**src/rtl/pe_ws_dbuf_pkg.sv**
```systemverilog
// Shared definitions for the weight-stationary PE: default widths,
// accumulator limits, the result record and the saturating adder.
package pe_pkg;

    localparam int A_W_DEF   = 8;
    localparam int W_W_DEF   = 8;
    localparam int ACC_W_DEF = 32;

    // Internal arithmetic width; any ACC_W up to 63 bits fits without loss.
    localparam int ACC_MAX_W = 64;

    localparam logic signed [ACC_W_DEF-1:0] ACC_MAX_DEF = {1'b0, {(ACC_W_DEF-1){1'b1}}};
    localparam logic signed [ACC_W_DEF-1:0] ACC_MIN_DEF = {1'b1, {(ACC_W_DEF-1){1'b0}}};

    // Result record: value (sign-extended to the internal width) plus overflow flag.
    typedef struct packed {
        logic [ACC_MAX_W-1:0] data;
        logic                 ovf;
    } pe_res_t;

    // Largest representable value of an acc_w-bit signed accumulator.
    function automatic logic signed [ACC_MAX_W-1:0] acc_max(input int acc_w);
        return (64'sd1 <<< (acc_w - 1)) - 64'sd1;
    endfunction

    // Smallest representable value of an acc_w-bit signed accumulator.
    function automatic logic signed [ACC_MAX_W-1:0] acc_min(input int acc_w);
        return -(64'sd1 <<< (acc_w - 1));
    endfunction

    // Adds two in-range operands; flags overflow of the acc_w-bit result and
    // either clamps to the nearest limit or wraps in two's complement.
    function automatic pe_res_t sat_add(input logic signed [ACC_MAX_W-1:0] a,
                                        input logic signed [ACC_MAX_W-1:0] b,
                                        input int                          acc_w,
                                        input logic                        saturate);
        logic signed [ACC_MAX_W-1:0] sum;
        logic signed [ACC_MAX_W-1:0] hi;
        logic signed [ACC_MAX_W-1:0] lo;
        logic signed [ACC_MAX_W-1:0] wrapped;
        pe_res_t                     r;
        sum     = a + b;
        hi      = acc_max(acc_w);
        lo      = acc_min(acc_w);
        wrapped = (sum <<< (ACC_MAX_W - acc_w)) >>> (ACC_MAX_W - acc_w);
        r.ovf   = (sum > hi) || (sum < lo);
        if (r.ovf && saturate) begin
            r.data = (sum > hi) ? hi : lo;
        end else begin
            r.data = wrapped;
        end
        return r;
    endfunction

endpackage

```
**src/rtl/pe_ws_dbuf_if.sv**
```systemverilog
// Result port of the PE: snapshot value and overflow with a valid/ready handshake.
interface pe_res_if #(
    parameter int ACC_W = 32
);
    logic [ACC_W-1:0] res_data;
    logic             res_ovf;
    logic             res_valid;
    logic             res_ready;

    modport master (
        output res_data,
        output res_ovf,
        output res_valid,
        input  res_ready
    );

    modport slave (
        input  res_data,
        input  res_ovf,
        input  res_valid,
        output res_ready
    );
endinterface

```
**src/rtl/pe_ws_dbuf_mac_sat.sv**
```systemverilog
// Multiply-accumulate core: signed product, saturating/wrapping accumulate,
// sticky overflow and a restart input that reseeds the accumulator.
module pe_mac_sat
    import pe_pkg::*;
#(
    parameter int A_W         = A_W_DEF,
    parameter int W_W         = W_W_DEF,
    parameter int ACC_W       = ACC_W_DEF,
    parameter bit SATURATE    = 1'b1,
    parameter bit ZERO_BYPASS = 1'b1
)(
    input  logic                    clk,
    input  logic                    rst_n,
    input  logic signed [A_W-1:0]   a,
    input  logic signed [W_W-1:0]   w,
    input  logic                    en,
    input  logic                    restart,
    output logic signed [ACC_W-1:0] acc,
    output logic                    ovf
);

    localparam int P_W = A_W + W_W;

    logic signed [P_W-1:0]       prod;
    logic signed [ACC_MAX_W-1:0] prod_ext;
    logic signed [ACC_MAX_W-1:0] acc_ext;
    logic                        zero_op;
    pe_res_t                     sum_r;
    pe_res_t                     seed_r;

    logic signed [ACC_W-1:0]     acc_q;
    logic signed [ACC_W-1:0]     acc_d;
    logic                        ovf_q;
    logic                        ovf_d;

    assign prod     = a * w;
    assign prod_ext = {{(ACC_MAX_W-P_W){prod[P_W-1]}}, prod};
    assign acc_ext  = {{(ACC_MAX_W-ACC_W){acc_q[ACC_W-1]}}, acc_q};
    assign zero_op  = (a == '0) || (w == '0);
    assign sum_r    = sat_add(acc_ext, prod_ext, ACC_W, SATURATE);
    assign seed_r   = sat_add('0, prod_ext, ACC_W, SATURATE);

    // Next accumulator: restart reseeds with this cycle's product (or zero);
    // otherwise accumulate when enabled. A zero operand adds nothing, so
    // skipping the update leaves the numeric result unchanged.
    always_comb begin
        acc_d = acc_q;
        ovf_d = ovf_q;
        if (restart) begin
            acc_d = en ? seed_r.data[ACC_W-1:0] : '0;
            ovf_d = en & seed_r.ovf;
        end else if (en && !(ZERO_BYPASS && zero_op)) begin
            acc_d = sum_r.data[ACC_W-1:0];
            ovf_d = ovf_q | sum_r.ovf;
        end
    end

    // Accumulator and sticky overflow registers.
    always_ff @(posedge clk or negedge rst_n) begin
        if (!rst_n) begin
            acc_q <= '0;
            ovf_q <= 1'b0;
        end else begin
            acc_q <= acc_d;
            ovf_q <= ovf_d;
        end
    end

    assign acc = acc_q;
    assign ovf = ovf_q;

endmodule

```
**src/rtl/pe_ws_dbuf.sv**
```systemverilog
// Weight-stationary PE with a double-buffered weight, systolic forwarding
// and a drainable result slot.
module pe_ws_dbuf
    import pe_pkg::*;
#(
    parameter int A_W         = A_W_DEF,
    parameter int W_W         = W_W_DEF,
    parameter int ACC_W       = ACC_W_DEF,
    parameter bit PIPE        = 1'b1,
    parameter bit SATURATE    = 1'b1,
    parameter bit ZERO_BYPASS = 1'b1
)(
    input  logic                    clk,
    input  logic                    rst_n,
    input  logic signed [A_W-1:0]   a_in,
    input  logic                    en,
    output logic signed [A_W-1:0]   a_out,
    output logic                    en_out,
    input  logic signed [W_W-1:0]   b_in,
    input  logic                    load_weight,
    input  logic                    swap,
    output logic signed [W_W-1:0]   b_out,
    output logic                    load_weight_out,
    output logic                    swap_out,
    input  logic                    clr,
    input  logic                    drain,
    pe_res_if.master                res,
    output logic signed [ACC_W-1:0] acc,
    output logic                    drain_err
);

    logic signed [W_W-1:0]   weight_shd_q, weight_shd_d;
    logic signed [W_W-1:0]   weight_act_q, weight_act_d;
    logic signed [W_W-1:0]   b_out_q, b_out_d;
    logic                    load_weight_out_q, load_weight_out_d;
    logic                    swap_out_q, swap_out_d;
    logic [ACC_W-1:0]        res_data_q, res_data_d;
    logic                    res_ovf_q, res_ovf_d;
    logic                    res_valid_q, res_valid_d;
    logic                    drain_err_q, drain_err_d;

    logic                    drain_acc;
    logic                    restart;
    logic signed [ACC_W-1:0] mac_acc;
    logic                    mac_ovf;

    // Horizontal forwarding: registered or pass-through.
    generate
        if (PIPE) begin : g_pipe
            logic signed [A_W-1:0] a_out_q, a_out_d;
            logic                  en_out_q, en_out_d;

            // Next values of the horizontal forwarding stage.
            always_comb begin
                a_out_d  = a_in;
                en_out_d = en;
            end

            // Horizontal forwarding registers.
            always_ff @(posedge clk or negedge rst_n) begin
                if (!rst_n) begin
                    a_out_q  <= '0;
                    en_out_q <= 1'b0;
                end else begin
                    a_out_q  <= a_out_d;
                    en_out_q <= en_out_d;
                end
            end

            assign a_out  = a_out_q;
            assign en_out = en_out_q;
        end else begin : g_comb
            assign a_out  = a_in;
            assign en_out = en;
        end
    endgenerate

    // Drain is taken when the slot is empty or is being emptied this cycle.
    assign drain_acc = drain && (!res_valid_q || res.res_ready);
    assign restart   = clr || drain_acc;

    // Weight shadow/active update and vertical forwarding. A simultaneous
    // load and swap moves the old shadow value into the active weight.
    always_comb begin
        weight_shd_d      = load_weight ? b_in : weight_shd_q;
        weight_act_d      = swap ? weight_shd_q : weight_act_q;
        b_out_d           = b_in;
        load_weight_out_d = load_weight;
        swap_out_d        = swap;
    end

    // Result slot and drain error. The snapshot is the accumulator before
    // this cycle's product; a refused drain only raises the sticky error.
    always_comb begin
        res_data_d  = res_data_q;
        res_ovf_d   = res_ovf_q;
        res_valid_d = res_valid_q;
        drain_err_d = drain_err_q;
        if (drain_acc) begin
            res_data_d  = mac_acc;
            res_ovf_d   = mac_ovf;
            res_valid_d = 1'b1;
        end else if (res_valid_q && res.res_ready) begin
            res_valid_d = 1'b0;
        end
        if (clr) begin
            drain_err_d = 1'b0;
        end else if (drain && !drain_acc) begin
            drain_err_d = 1'b1;
        end
    end

    // Weight, forwarding and result registers.
    always_ff @(posedge clk or negedge rst_n) begin
        if (!rst_n) begin
            weight_shd_q      <= '0;
            weight_act_q      <= '0;
            b_out_q           <= '0;
            load_weight_out_q <= 1'b0;
            swap_out_q        <= 1'b0;
            res_data_q        <= '0;
            res_ovf_q         <= 1'b0;
            res_valid_q       <= 1'b0;
            drain_err_q       <= 1'b0;
        end else begin
            weight_shd_q      <= weight_shd_d;
            weight_act_q      <= weight_act_d;
            b_out_q           <= b_out_d;
            load_weight_out_q <= load_weight_out_d;
            swap_out_q        <= swap_out_d;
            res_data_q        <= res_data_d;
            res_ovf_q         <= res_ovf_d;
            res_valid_q       <= res_valid_d;
            drain_err_q       <= drain_err_d;
        end
    end

    pe_mac_sat #(
        .A_W         (A_W),
        .W_W         (W_W),
        .ACC_W       (ACC_W),
        .SATURATE    (SATURATE),
        .ZERO_BYPASS (ZERO_BYPASS)
    ) u_mac (
        .clk     (clk),
        .rst_n   (rst_n),
        .a       (a_in),
        .w       (weight_act_q),
        .en      (en),
        .restart (restart),
        .acc     (mac_acc),
        .ovf     (mac_ovf)
    );

    assign b_out           = b_out_q;
    assign load_weight_out = load_weight_out_q;
    assign swap_out        = swap_out_q;
    assign res.res_data    = res_data_q;
    assign res.res_ovf     = res_ovf_q;
    assign res.res_valid   = res_valid_q;
    assign acc             = mac_acc;
    assign drain_err       = drain_err_q;

endmodule

```
**src/flat_wrapper.sv**
```systemverilog
// flat-port wrapper written by rule: the top's interface ports become plain ports
module pe_ws_dbuf_flat import pe_pkg::*;
#(
    parameter int A_W         = A_W_DEF,
    parameter int W_W         = W_W_DEF,
    parameter int ACC_W       = ACC_W_DEF,
    parameter bit PIPE        = 1'b1,
    parameter bit SATURATE    = 1'b1,
    parameter bit ZERO_BYPASS = 1'b1
)
  (clk, rst_n, a_in, en, a_out, en_out, b_in, load_weight, swap, b_out, load_weight_out, swap_out, clr, drain, acc, drain_err, res_res_data, res_res_ovf, res_res_valid, res_res_ready);
  pe_res_if #(.ACC_W(ACC_W)) res_i ();
  input  logic clk;
  input  logic rst_n;
  input  logic signed [A_W-1:0] a_in;
  input  logic en;
  output logic signed [A_W-1:0] a_out;
  output logic en_out;
  input  logic signed [W_W-1:0] b_in;
  input  logic load_weight;
  input  logic swap;
  output logic signed [W_W-1:0] b_out;
  output logic load_weight_out;
  output logic swap_out;
  input  logic clr;
  input  logic drain;
  output logic signed [ACC_W-1:0] acc;
  output logic drain_err;
  output wire logic [$bits(res_i.res_data)-1:0] res_res_data;
  output wire logic [$bits(res_i.res_ovf)-1:0] res_res_ovf;
  output wire logic [$bits(res_i.res_valid)-1:0] res_res_valid;
  input wire logic [$bits(res_i.res_ready)-1:0] res_res_ready;
  assign res_res_data = res_i.res_data;
  assign res_res_ovf = res_i.res_ovf;
  assign res_res_valid = res_i.res_valid;
  assign res_i.res_ready = res_res_ready;
  pe_ws_dbuf #(.A_W(A_W), .W_W(W_W), .ACC_W(ACC_W), .PIPE(PIPE), .SATURATE(SATURATE), .ZERO_BYPASS(ZERO_BYPASS)) u_core (.clk(clk), .rst_n(rst_n), .a_in(a_in), .en(en), .a_out(a_out), .en_out(en_out), .b_in(b_in), .load_weight(load_weight), .swap(swap), .b_out(b_out), .load_weight_out(load_weight_out), .swap_out(swap_out), .clr(clr), .drain(drain), .res(res_i), .acc(acc), .drain_err(drain_err));
endmodule
```
**config.mk**
```make
export PLATFORM = sky130hd
export DESIGN_NAME = pe_ws_dbuf_flat
export DESIGN_NICKNAME = d
export VERILOG_FILES = /design/src/rtl/pe_ws_dbuf_pkg.sv /design/src/rtl/pe_ws_dbuf_if.sv /design/src/rtl/pe_ws_dbuf_mac_sat.sv /design/src/rtl/pe_ws_dbuf.sv /design/src/flat_wrapper.sv
export SDC_FILE = /design/constraint.sdc
export NUM_CORES = 1
export LEC_CHECK = 0
export ABC_AREA = 1
export CAP_MARGIN = 20
export CORE_ASPECT_RATIO = 1.4
export CORE_MARGIN = 10
export CORE_UTILIZATION = 35
export CTS_CLUSTER_DIAMETER = 30
export DETAILED_ROUTE_END_ITERATION = 8
export HOLD_SLACK_MARGIN = 0.12
export PLACE_DENSITY_LB_ADDON = 0.05
export SLEW_MARGIN = 15
export SYNTH_ARGS = -nofsm -noshare
export SYNTH_HDL_FRONTEND = slang
export SYNTH_HIERARCHICAL = 1
export SYNTH_SLANG_ARGS = --single-unit
```
**constraint.sdc**
```tcl
create_clock -name clk -period 12.6 [get_ports clk]
set_input_delay 2.52 -clock clk [delete_from_list [all_inputs] [get_ports clk]]
set_output_delay 2.52 -clock clk [all_outputs]
set_load 0.05 [all_outputs]
```
### Sequential cells grouped by signal name, run 1

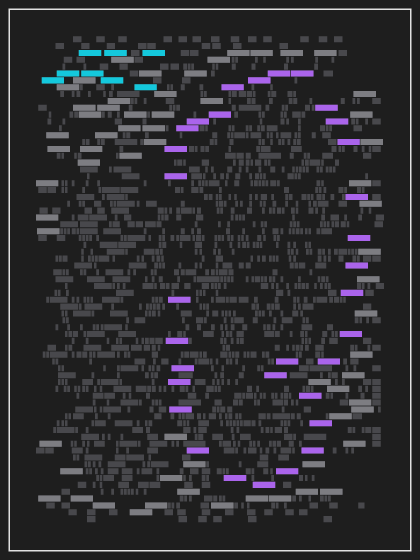
name in the netlist	color	flops
u_core/u_mac/acc	purple	32
u_core/b_out	cyan	8
not colored	63
Seq. cell area: 2580 sq um
share of the final layout cell area in sequential cells: 23.3%
fin util: 41.4%

### Clock wiring as the flow saved it, run 1

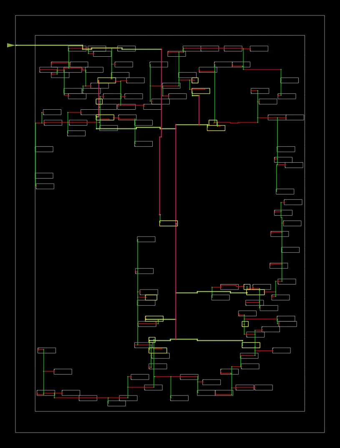
clock network latency to the later pin of the worst-skew pair: 370 ps
clock sink total: 103
TritonCTS buffer count: 9

### Metal 1, run 1

Supply wires on this layer in gray.
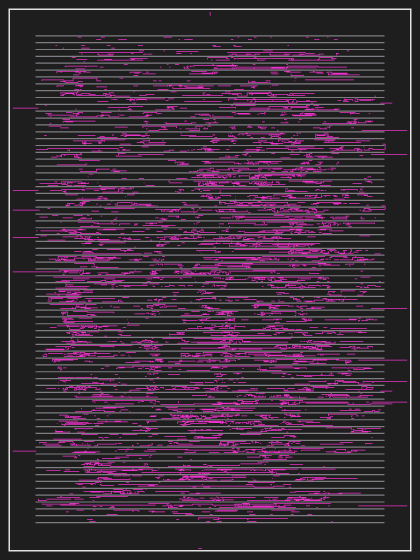
wire length on this layer	10400 microns
share of all routed wire	40%
longest straight run	54.7 microns
main direction	horizontal
nets with wire on the layer	1432
Via Count: 8003
DRT Wirelength: 26.2 mm
met1 usage: 16.6%

==> PnR_summary.wiki, run 1 <==
== Metrics ==
{| class="wikitable"
! Metric !! Value
|-
| Outcome || complete, no violations
|-
| Number of H-tree branching levels || 3
|-
| Required arrival time at the worst endpoint || 12920 ps
|-
| Number of antenna violations at the first check in global routing || 0
|-
| Routability congestion estimate from global placement || 0.888
|-
| Gr usage total || 15.7%
|-
| Yosys cell count || 1314
|-
| Setup total negative slack || 0 ps
|-
| Net total in the final layout || 1540
|-
| Unrepaired setup endpoints after global routing || false
|-
| Root buf cell || sky130_fd_sc_hd__clkbuf_16
|-
| Worst flop-to-flop path startpoint || u_core/weight_act_q[7]
|-
| Cell type with the highest occurrence count on the critical path || sky130_fd_sc_hd__nand2_1
|-
| Dominant Register Cell || sky130_fd_sc_hd__dfrtp_1
|-
| Worst setup EP type || register
|-
| Number of DRC violations after detailed routing || 0
|-
| Routed Antenna Nets || 0
|-
| Yosys Warn Count || 6
|-
| IO Port Bufs || 109
|-
| Floorplan die width || 159 microns
|-
| Number of distinct library cell variants in the gate-level netlist after synthesis || 37
|-
| Area share, top type || 27.3%
|-
| Half-perimeter wire length after detailed placement || 20.9 mm
|-
| Worst reg2reg endpoint || u_core/u_mac/acc[30]
|-
| Number of cells on the worst reg-to-reg path || 36
|-
| Post-layout min period || 9310 ps
|-
| Count of buffers added by post-CTS timing repair for setup || 0
|-
| Number of placement rows || 71
|}
[run 1: state kept, by name, indices dropped and copies added (netlist names)]
| name | cells |
|---|---|
| u_core/a_out | 8 |
| u_core/b_out | 8 |
| u_core/drain_err | 1 |
| u_core/en_out | 1 |
| u_core/load_weight_out | 1 |
| u_core/res.res_data | 32 |
| u_core/res.res_ovf | 1 |
| u_core/res.res_valid | 1 |
| u_core/swap_out | 1 |
| u_core/u_mac/acc | 32 |
| u_core/u_mac/ovf | 1 |
| u_core/weight_act_q | 8 |
| u_core/weight_shd_q | 8 |
[run 1: cells by family (layout without fill, tap and decap cells)]
| group | Yosys count | in the layout | synth area share [%] |
|---|---|---|---|
| AND/OR/NAND/NOR | 661 | 661 | 31.5 |
| buffers and inverters | 328 | 417 | 13.9 |
| adder cells (fa/ha/maj) | 118 | 118 | 20.1 |
| flip-flops | 103 | 103 | 27.3 |
| AND-OR/OR-AND | 77 | 77 | 4.64 |
| XOR/XNOR | 27 | 27 | 2.51 |
[run 1: per-layer routing]
| layer | routed length (microns) | GRT usage (%) |
|---|---|---|
| met3 | 899 | 2.71 |
| met1 | 10400 | 16.6 |
| met4 | 400 | 4.25 |
| met2 | 14500 | 30.8 |
| met5 | 0 | 0 |
[run 1: worst min-delay path by stage]
stage                                  startpoint                      end  slack (ps)  depth (start not counted)
after floorplan                  u_core/u_mac/ovf         u_core/u_mac/ovf         460                          2
after global placement    u_core/res.res_data[24]  u_core/res.res_data[24]         450                          2
after detailed placement  u_core/res.res_data[29]  u_core/res.res_data[29]         460                          2
after CTS                 u_core/res.res_data[29]  u_core/res.res_data[29]         480                          2
after global routing      u_core/res.res_data[21]  u_core/res.res_data[21]         500                          2
final                     u_core/res.res_data[29]  u_core/res.res_data[29]         470                          2
[run 1: placed cells by master, fill, tap and decap left out, drive strengths merged]
cell and count:
inv 291, o21a 2, nand2b 1, nand3 129, nor4 5, o21ai 14, nor3 5, buf 6
nand4 3, a21oi 50, or2 29, dfrtp 103, o21bai 9, ha 62, xor2 20, and3 1
clkbuf 9, clkinv 3, and2 2, clkdlybuf4s50 108, nand2 427, xnor2 7, a31oi 2, nor2 59
fa 56
[run 1: final cells by class]
type,instances,share of cell area (%)
Tap cell,365,4.12
Multi-Input combinational cell,883,50.0
Clock buffer,9,2.03
Timing Repair Buffer,114,10.2
Sequential cell,103,23.3
Clock inverter,7,0.644
Inverter,287,9.73
[run 1: critical path, delay by kind of cell]
family	cells	cell delay, ps
buffers and inverters	9	1320
AOI/OAI and AO/OA	3	480
adders and majority gates	6	2750
and+or+nand+nor	18	2540
[run 1: stage by stage]
stage	hold slack [ps]	area, sq um	setup WS (ps)	instances
after CTS	477	11100	3240	1768
after floorplan	463	9430	3890	1314
after detailed placement	457	10800	2860	1752
final	470	11100	3290	1768
after global routing	495	11100	2760	1768
after global placement	452	10800	2890	1752
==> run 1 -> run 2 <==
==> constraint.sdc (replaced) <==
create_clock -name clk -period 9.5 [get_ports clk]
set_input_delay 1.9 -clock clk [delete_from_list [all_inputs] [get_ports clk]]
set_output_delay 1.9 -clock clk [all_outputs]
set_load 0.05 [all_outputs]
==> run 2 against run 1 <==
- setup slack got worse by 2200 ps
- first-iteration DRC count is 0.77% lower
- via count is 0.75% lower
- critical path type unchanged
==> PnR_summary.wiki, run 2 <==
== Metrics ==
{| class="wikitable"
! Metric !! Value
|-
| Post-layout min period || 8430 ps
|-
| TritonCTS buffer count || 9
|-
| Required arrival time at the worst endpoint || 9820 ps
|-
| Number of DRC violations after detailed routing || 0
|-
| Setup total negative slack || 0 ps
|-
| Number of distinct library cell variants in the gate-level netlist after synthesis || 37
|-
| Clock sink total || 103
|-
| Area share, top type || 27.3%
|-
| Number of antenna violations at the first check in global routing || 0
|-
| Unrepaired setup endpoints after global routing || false
|-
| Root buf cell || sky130_fd_sc_hd__clkbuf_16
|-
| Count of buffers added by post-CTS timing repair for setup || 0
|-
| Yosys cell count || 1314
|-
| Net total in the final layout || 1542
|-
| IO Port Bufs || 109
|-
| Dominant Register Cell || sky130_fd_sc_hd__dfrtp_1
|-
| Fin util || 41.6%
|-
| Yosys Warn Count || 6
|-
| Clock network latency to the later pin of the worst-skew pair || 370 ps
|-
| Outcome || complete, no violations
|-
| Cell type with the highest occurrence count on the critical path || sky130_fd_sc_hd__nand2_1
|-
| Half-perimeter wire length after detailed placement || 20.9 mm
|}
[run 2: cell counts after synthesis]
No cell type changed its count.
[run 2: cells by family after synthesis]
group	after synthesis	synth area share, %
XOR/XNOR	27	2.51
adder cells (fa/ha/maj)	118	20.1
AND/OR/NAND/NOR	661	31.5
buffers and inverters	328	13.9
flip-flops	103	27.3
AND-OR/OR-AND	77	4.64
[run 2: layout make-up]
cell class	instances	area share, %
Inverter	287	9.70
Tap cell	365	4.11
Clock buffer	9	2.03
Multi-Input combinational cell	883	49.9
Sequential cell	103	23.2
Clock inverter	7	0.822
Timing Repair Buffer	116	10.3
[run 2: final timing paths]
check / cells after the start / end / start
setup / recovery: 33 / u_core/u_mac/acc[15] / a_in[7]
hold / removal: 2 / u_core/res.res_data[30] / u_core/res.res_data[30]
setup reg to reg: 32 / u_core/u_mac/acc[15] / u_core/weight_act_q[2]
hold reg to reg: 2 / u_core/res.res_data[30] / u_core/res.res_data[30]
max in group asynchronous: 2 / u_core/weight_act_q[4] / rst_n
min in group asynchronous: 1 / u_core/res.res_data[0] / rst_n
[run 2: worst max-delay path: cells and delay by family]
family | cells | cell delay (ps)
xor+xnor | 1 | 140
fa+ha+maj | 6 | 2880
simple gates | 14 | 1670
buf+inv | 10 | 1630
compound gates | 2 | 480
[run 2: per-layer routing]
| metal | wire length (microns) | part of all wire, % | vias to the layer above | GRT usage (%) |
|---|---|---|---|---|
| li1 | - | - | 4114 | - |
| met1 | 10600 | 40 | 3706 | 17.2 |
| met2 | 14600 | 55 | 96 | 30.6 |
| met3 | 709 | 2.7 | 27 | 2.25 |
| met4 | 472 | 1.8 | 0 | 4.66 |
| met5 | 0 | 0 | - | 0 |
[run 2: stage by stage]
stage          std cells  cell area, sq um  setup WS [ps]  hold WS (ps)
5_1_grt             1770             11100            469           490
4_1_cts             1770             11100           1030           475
2_1_floorplan       1314              9430           1410           463
3_3_place_gp        1754             10800            617           452
6_report            1770             11100           1070           471
3_5_place_dp        1754             10800            613           457
### Metal 1, run 2

Supply wires on this layer in gray.
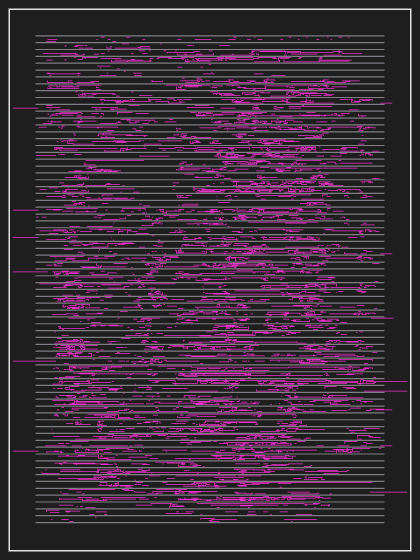
share of all routed wire	40%
main direction	horizontal
longest straight run	62.1 microns
nets with wire on the layer	1434
wire length on this layer	10600 microns
met1 usage: 17.2%
Via Count: 7943
DRT Wirelength: 26.4 mm

### Supply network, run 2

Pins as bars on the die edge.
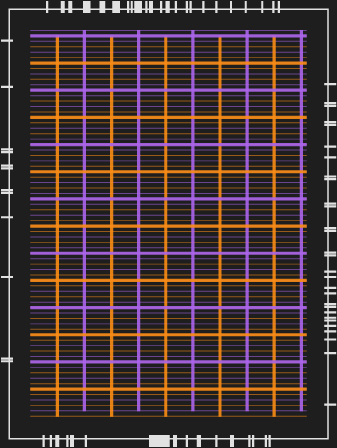
net	color
VDD	purple
VSS	orange
met1 rails	72
rows	71
met4 straps	10
floorplan die width: 159 microns
CORE AREA: 26700 sq um

### Logic cells by family, run 2

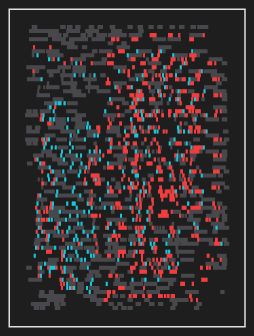
family	color	cells	most used
inv cells	cyan	287	inv_1
nand cells	red	560	nand2_1
filler-free cell count of the finished design: 1770
most numerous logic cell after layout: sky130_fd_sc_hd__nand2_1
combinational fraction of the cell area: 49.9%

